**src/rtl/chip_select_pkg.sv**
```systemverilog
// Shared state encoding, default sizes and chip-enable decoder for chip_select_arbiter.
package chip_select_pkg;

   localparam int unsigned DEFAULT_ADDR_W = 8;
   localparam int unsigned DEFAULT_NCE    = 2;
   localparam int unsigned MAX_ADDR_W     = 32;
   localparam int unsigned MAX_NCE        = 32;

   typedef enum logic [1:0] {
      IDLE   = 2'd0,
      ACCESS = 2'd1,
      DONE   = 2'd2
   } cs_state_t;

   // index width able to hold 0..n-1, never narrower than one bit
   function automatic int unsigned cs_idx_w(input int unsigned n);
      return (n > 32'd1) ? 32'($clog2(n)) : 32'd1;
   endfunction

   // one-hot chip enable for addr; all-zero when addr does not select a chip
   function automatic logic [MAX_NCE-1:0] cs_decode(input logic [MAX_ADDR_W-1:0] addr,
                                                     input int unsigned nce);
      logic [MAX_NCE-1:0] ce;
      ce = '0;
      for (int unsigned i = 0; i < MAX_NCE; i++) begin
         if ((addr == MAX_ADDR_W'(i)) && (i < nce))
            ce = MAX_NCE'(1) << i;
      end
      return ce;
   endfunction

endpackage

```
**src/rtl/chip_select_arbiter_rr_arbiter.sv**
```systemverilog
// Combinational requester selection: round-robin from ptr, or lowest index when
// CHIP_SELECT_ARBITER_FIXED_PRIO_EN is defined (ptr port then absent).
module rr_arbiter
   import chip_select_pkg::*;
#(
   parameter int unsigned NREQ = 2
) (
   input  logic [NREQ-1:0]               req,
`ifndef CHIP_SELECT_ARBITER_FIXED_PRIO_EN
   input  logic [cs_idx_w(NREQ)-1:0]     ptr,
`endif
   output logic [NREQ-1:0]               gnt,
   output logic [cs_idx_w(NREQ)-1:0]     idx
);

   localparam int unsigned IDX_W = cs_idx_w(NREQ);

   logic        found;
   int unsigned pos;

   // first set request in search order wins
   always_comb begin
      gnt   = '0;
      idx   = '0;
      found = 1'b0;
      pos   = 0;
      for (int unsigned k = 0; k < NREQ; k++) begin
`ifdef CHIP_SELECT_ARBITER_FIXED_PRIO_EN
         pos = k;
`else
         pos = (32'(ptr) + k) % NREQ;
`endif
         if (!found && req[IDX_W'(pos)]) begin
            found               = 1'b1;
            gnt[IDX_W'(pos)]    = 1'b1;
            idx                 = IDX_W'(pos);
         end
      end
   end

endmodule

```
**src/rtl/chip_select_arbiter.sv**
```systemverilog
// Shares one chip-select address bus among NREQ requesters and sequences each access.
// Define CHIP_SELECT_ARBITER_FIXED_PRIO_EN for fixed (lowest-index) priority instead of round-robin.
module chip_select_arbiter
   import chip_select_pkg::*;
#(
   parameter int unsigned NREQ     = 2,
   parameter int unsigned ADDR_W   = DEFAULT_ADDR_W,
   parameter int unsigned NCE      = DEFAULT_NCE,
   parameter int unsigned WAIT_CYC = 2
) (
   input  logic                     CLK,
   input  logic                     RST,
   input  logic [NREQ-1:0]          REQ,
   input  logic [NREQ*ADDR_W-1:0]   ADDR_IN,
   output logic [NREQ-1:0]          GNT,
   output logic [NREQ-1:0]          ACK,
   output logic [NREQ-1:0]          ERR,
   output logic [ADDR_W-1:0]        ADDRESS,
   output logic [NCE-1:0]           CE,
   output logic                     BUSY
);

   localparam int unsigned IDX_W = cs_idx_w(NREQ);
   localparam int unsigned CNT_W = cs_idx_w(WAIT_CYC);

   if (WAIT_CYC == 0) begin : g_bad_wait
      $error("chip_select_arbiter: WAIT_CYC must be at least 1");
   end
   if (NREQ < 2) begin : g_bad_nreq
      $error("chip_select_arbiter: NREQ must be at least 2");
   end
   if ((ADDR_W > MAX_ADDR_W) || (NCE > MAX_NCE) || (NCE == 0)) begin : g_bad_size
      $error("chip_select_arbiter: ADDR_W or NCE out of supported range");
   end

   cs_state_t          state;
   logic [CNT_W-1:0]   cnt;
   logic [NREQ-1:0]    arb_gnt;
   logic [IDX_W-1:0]   arb_idx;
   logic [ADDR_W-1:0]  addr_arr [NREQ];
   logic [ADDR_W-1:0]  win_addr;
   logic [NCE-1:0]     ce_dec;
`ifndef CHIP_SELECT_ARBITER_FIXED_PRIO_EN
   logic [IDX_W-1:0]   ptr;
`endif

   for (genvar i = 0; i < NREQ; i++) begin : g_addr
      assign addr_arr[i] = ADDR_IN[i*ADDR_W +: ADDR_W];
   end

   rr_arbiter #(.NREQ(NREQ)) u_arb (
      .req (REQ),
`ifndef CHIP_SELECT_ARBITER_FIXED_PRIO_EN
      .ptr (ptr),
`endif
      .gnt (arb_gnt),
      .idx (arb_idx)
   );

   assign win_addr = addr_arr[arb_idx];
   assign ce_dec   = NCE'(cs_decode(MAX_ADDR_W'(win_addr), NCE));

   // access sequencer; every output is a register
   always_ff @(posedge CLK or posedge RST) begin
      if (RST) begin
         state   <= IDLE;
         cnt     <= '0;
         GNT     <= '0;
         ACK     <= '0;
         ERR     <= '0;
         ADDRESS <= '0;
         CE      <= '0;
         BUSY    <= 1'b0;
`ifndef CHIP_SELECT_ARBITER_FIXED_PRIO_EN
         ptr     <= '0;
`endif
      end else begin
         ACK <= '0;
         ERR <= '0;
         case (state)
            IDLE: begin
               if (|REQ) begin
                  GNT     <= arb_gnt;
                  ADDRESS <= win_addr;
                  BUSY    <= 1'b1;
`ifndef CHIP_SELECT_ARBITER_FIXED_PRIO_EN
                  ptr     <= (arb_idx == IDX_W'(NREQ - 1)) ? '0 : arb_idx + 1'b1;
`endif
                  if (|ce_dec) begin
                     CE    <= ce_dec;
                     cnt   <= CNT_W'(WAIT_CYC - 1);
                     state <= ACCESS;
                  end else begin
                     ERR   <= arb_gnt;
                     state <= DONE;
                  end
               end
            end
            ACCESS: begin
               if (cnt == '0) begin
                  CE    <= '0;
                  ACK   <= GNT;
                  state <= DONE;
               end else begin
                  cnt <= cnt - 1'b1;
               end
            end
            DONE: begin
               GNT     <= '0;
               ADDRESS <= '0;
               BUSY    <= 1'b0;
               state   <= IDLE;
            end
            default: state <= IDLE;
         endcase
      end
   end

endmodule
```
**config.mk**
```make
export PLATFORM = sky130hd
export DESIGN_NAME = chip_select_arbiter
export DESIGN_NICKNAME = d
export VERILOG_FILES = /design/src/rtl/chip_select_pkg.sv /design/src/rtl/chip_select_arbiter_rr_arbiter.sv /design/src/rtl/chip_select_arbiter.sv
export SDC_FILE = /design/constraint.sdc
export NUM_CORES = 1
export LEC_CHECK = 0
export CAP_MARGIN = 10
export CORE_UTILIZATION = 44
export DETAILED_ROUTE_END_ITERATION = 16
export PLACE_DENSITY = 0.78
export SLEW_MARGIN = 0
export SYNTH_ARGS = -nofsm -noshare
export SYNTH_HDL_FRONTEND = slang
export SYNTH_SLANG_ARGS = --single-unit
```
**constraint.sdc**
```tcl
create_clock -name CLK -period 1.6 [get_ports CLK]
set_input_delay 0.16 -clock CLK [delete_from_list [all_inputs] [get_ports CLK]]
set_output_delay 0.16 -clock CLK [all_outputs]
set_load 0.02 [all_outputs]
```
==> images/flops_by_reg.png <==
The bar under the picture is 20 um long. Other sequential cells in the stronger gray, the rest of the logic in the fainter gray.
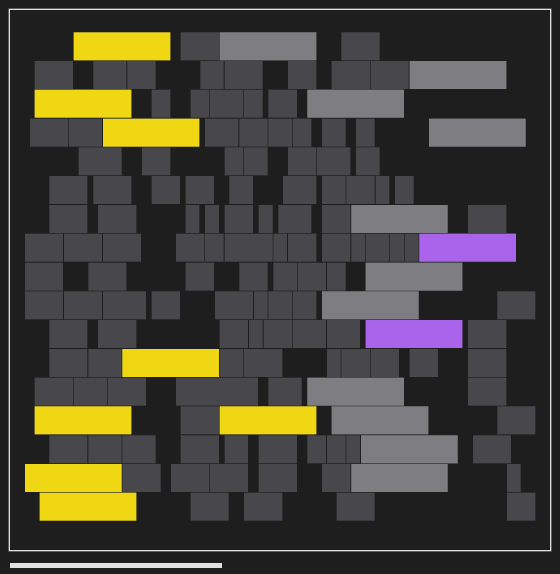
ADDRESS: shown in yellow, flops 8. ACK: shown in purple, flops 2.
Another 11 sequential cells are not colored.
utilization after layout: 69.08%
sequential share of cell area: 34.06%
register area: 525.5 um^2
sequential cell power: 702 uW

==> images/detail.png <==
The bar under the picture is 10 um long. Region (0, 0) to (25, 25) um. Cells in gray, sequential cells in the stronger gray; small squares are vias.
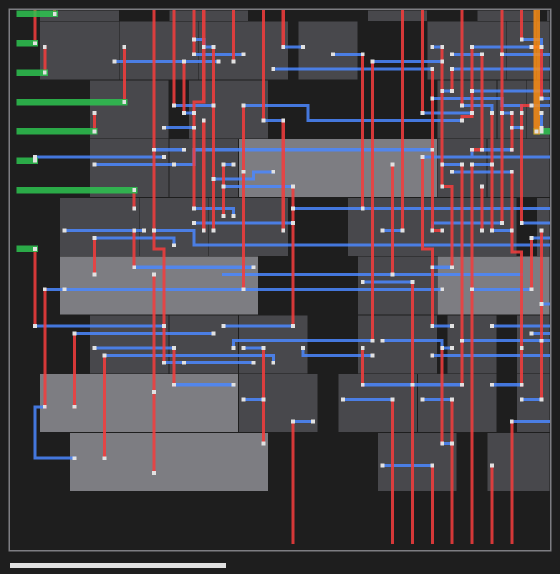
metal 3: shown in green. metal 4: shown in orange. metal 1: shown in blue. metal 2: shown in red.
Most frequent: clkdlybuf4s50_1 (13), dfrtp_1 (5). Sequential cells in the window: 5. 34 logic cells have their middle in the window. Netlist names of flops here include ADDRESS (5).

==> results.cfg <==
; implementation run metrics
[status]
status = completed

[power]
p_sw_uw = 531.2
intPower_uw = 1033
p_seq_share_pct = 44.8

[clock_network]
cts_max_level = 1
cts_tree = built
root_buffer = clkbuf_4
cts.clk_slew.worst_paths_ps = 120
clockBufferDepth = 2
clock-sinks = 21
cts_buffers = 3
cts_hold_buf = 0

[worst_hold_path]
hold_class = input port to asynchronous set/reset pin

[synthesis]
top_cells_by_count = 21 x dfrtp_1, 7 x mux2i_1, 7 x o2bb2ai_1, 5 x inv_1
synth_nets = 117
async_reset_ff_share_pct = 100.0
synth-warning-count = 0
postSynthSeqShare_pct = 49.70
synth.largest_area_cell = dfrtp_1
flop_cell = dfrtp_1
ys_types = 37
netlist_instances = 97
yosys_area_um2 = 1057
ys_cells = 97

[setup_path]
critPathMaxStageDelay_ps = 570
r2r_end = GNT[0]
path_class = input port to flip-flop
crit_buf_inv = 1
critPathLaunchType = input port
path_max_fanout = 3
r2r-start = state[0]
path_delay_family = simple AND/OR/NAND/NOR gates
cp_slowest_cell = or4_4
r2r_slack_ps = 150

[run]
maxCapViolations = 0

[routing]
drtIter0Drc = 26
vias_per_cell = 5.523
drc = 0
drtPass1Iterations = 4
totalWireLength_um = 2494
ant_nets = 0

[die]
core_um2 = 2233
fp_util_pct = 47.34
placement_rows = 17

[timing]
fmax_mhz = 650.8
slew_violations = 0
hold_viol = 0
timing.final.crit_share_pct = 96.04
setup_viol = 0
clock-skew-final_ps = 6.806
period_minus_slack_ps = 1537

[placement]
dpl-instance-area_um2 = 1514
gp_congestion = 0.8013
hpwl_um = 1937

[global_route]
antenna_found_initial = 0
use_met3_pct = 2.679
grt_pass1_wl_um = 4188
gr-usage-met1_pct = 27.45
grt_start_max_net_pins = 22
grt_usage_pct = 21.77
grt_util_met2_pct = 37.72
busiest_layer = met2
grt_pass1_vias = 957
grt_overflow_total = 0

[final_layout]
logic_area_um2 = 501.7
area_delta_synth_final_pct = 45.92
regMostFlops = ADDRESS
finalNonFillerCells = 172
finalNetCount = 165
==> images/io_fan.png <==
The bar under the picture is 20 um long.
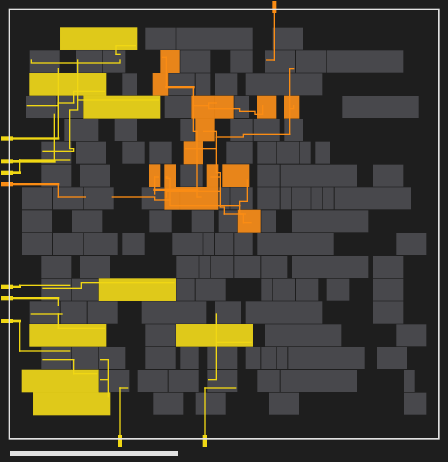
ADDRESS: shown in yellow, bits 8, direction output, edge 6 west, 2 south, end cells 8, buffers 8, wire 177 um. REQ: shown in orange, bits 2, direction input, edge 1 north, 1 west, end cells 15, buffers 3, wire 129 um.
IO buf count: 36
io pins: 37

==> images/logic_types.png <==
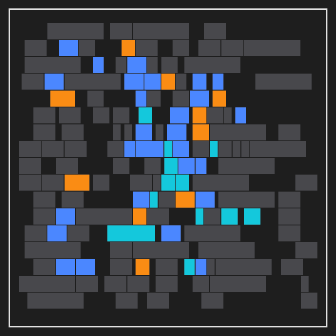
aoi and oai cells: shown in blue, cells 27, most used o2bb2ai_1. and/or cells: shown in orange, cells 10. nor cells: shown in cyan, cells 12, most used nor2_1, where center.
most used logic cell in the final layout: clkdlybuf4s50_1
multi-input logic portion of the cell area: 32.52%

[tightest hold or removal path, delay by kind of cell]
kind	cells	cell delay, ps
buffers and inverters	3	710
[stage by stage]
stage	TNS (ps)	setup slack (ps)	hold slack [ps]
CTS	0	63.27	194.4
global route	-8.263	-8.263	216.4
detailed placement	-1361	-262.3	465.5
global placement	-1046	-212.2	470.9
finish	0	63.41	172.1
floorplan	0	250.5	136.5
[cell type report]
class / instances / area share (%)
clock buffers: 4 / 1.703
inverters: 5 / 1.217
multi-input cells: 68 / 32.52
flip-flops and latches: 21 / 34.06
well taps: 28 / 2.271
repair buffers: 46 / 28.22
[routing by layer]
metal  up-vias  wire (um)
met2        39       1220
met1       446       1120
met4         0         35
li1        460          -
met5         -          0
met3         5        118
[power by group through the flow]
stage | sequential [uW] | clock, uW | combinational, uW
final | 702 | 260 | 603
after detailed placement | 710 | 0 | 604
after floorplan | 798 | 0 | 212
after global routing | 717 | 279 | 647
after global placement | 706 | 0 | 595
after CTS | 701 | 259 | 607
[cell families after synthesis]
kind of cell	count (synthesis)	synth area share, %
AND-OR/OR-AND	29	20.83
multiplexers	7	6.627
buffers and inverters	8	3.077
flip-flops	21	49.70
AND/OR/NAND/NOR	32	19.76
[how the worst max path moves through the flow]
| stage | startpoint | end | slack, ps | cells past startpoint |
|---|---|---|---|---|
| floorplan | state[0] | ADDRESS[0] | 250 | 4 |
| global placement | ADDR_IN[4] | CE[1] | -210 | 5 |
| detailed placement | ADDR_IN[4] | CE[0] | -260 | 5 |
| CTS | ADDR_IN[4] | CE[0] | 60 | 5 |
| global route | ADDR_IN[4] | CE[0] | -8 | 5 |
| finish | ADDR_IN[4] | CE[0] | 60 | 5 |
Power is estimated from default activity; no workload was simulated.
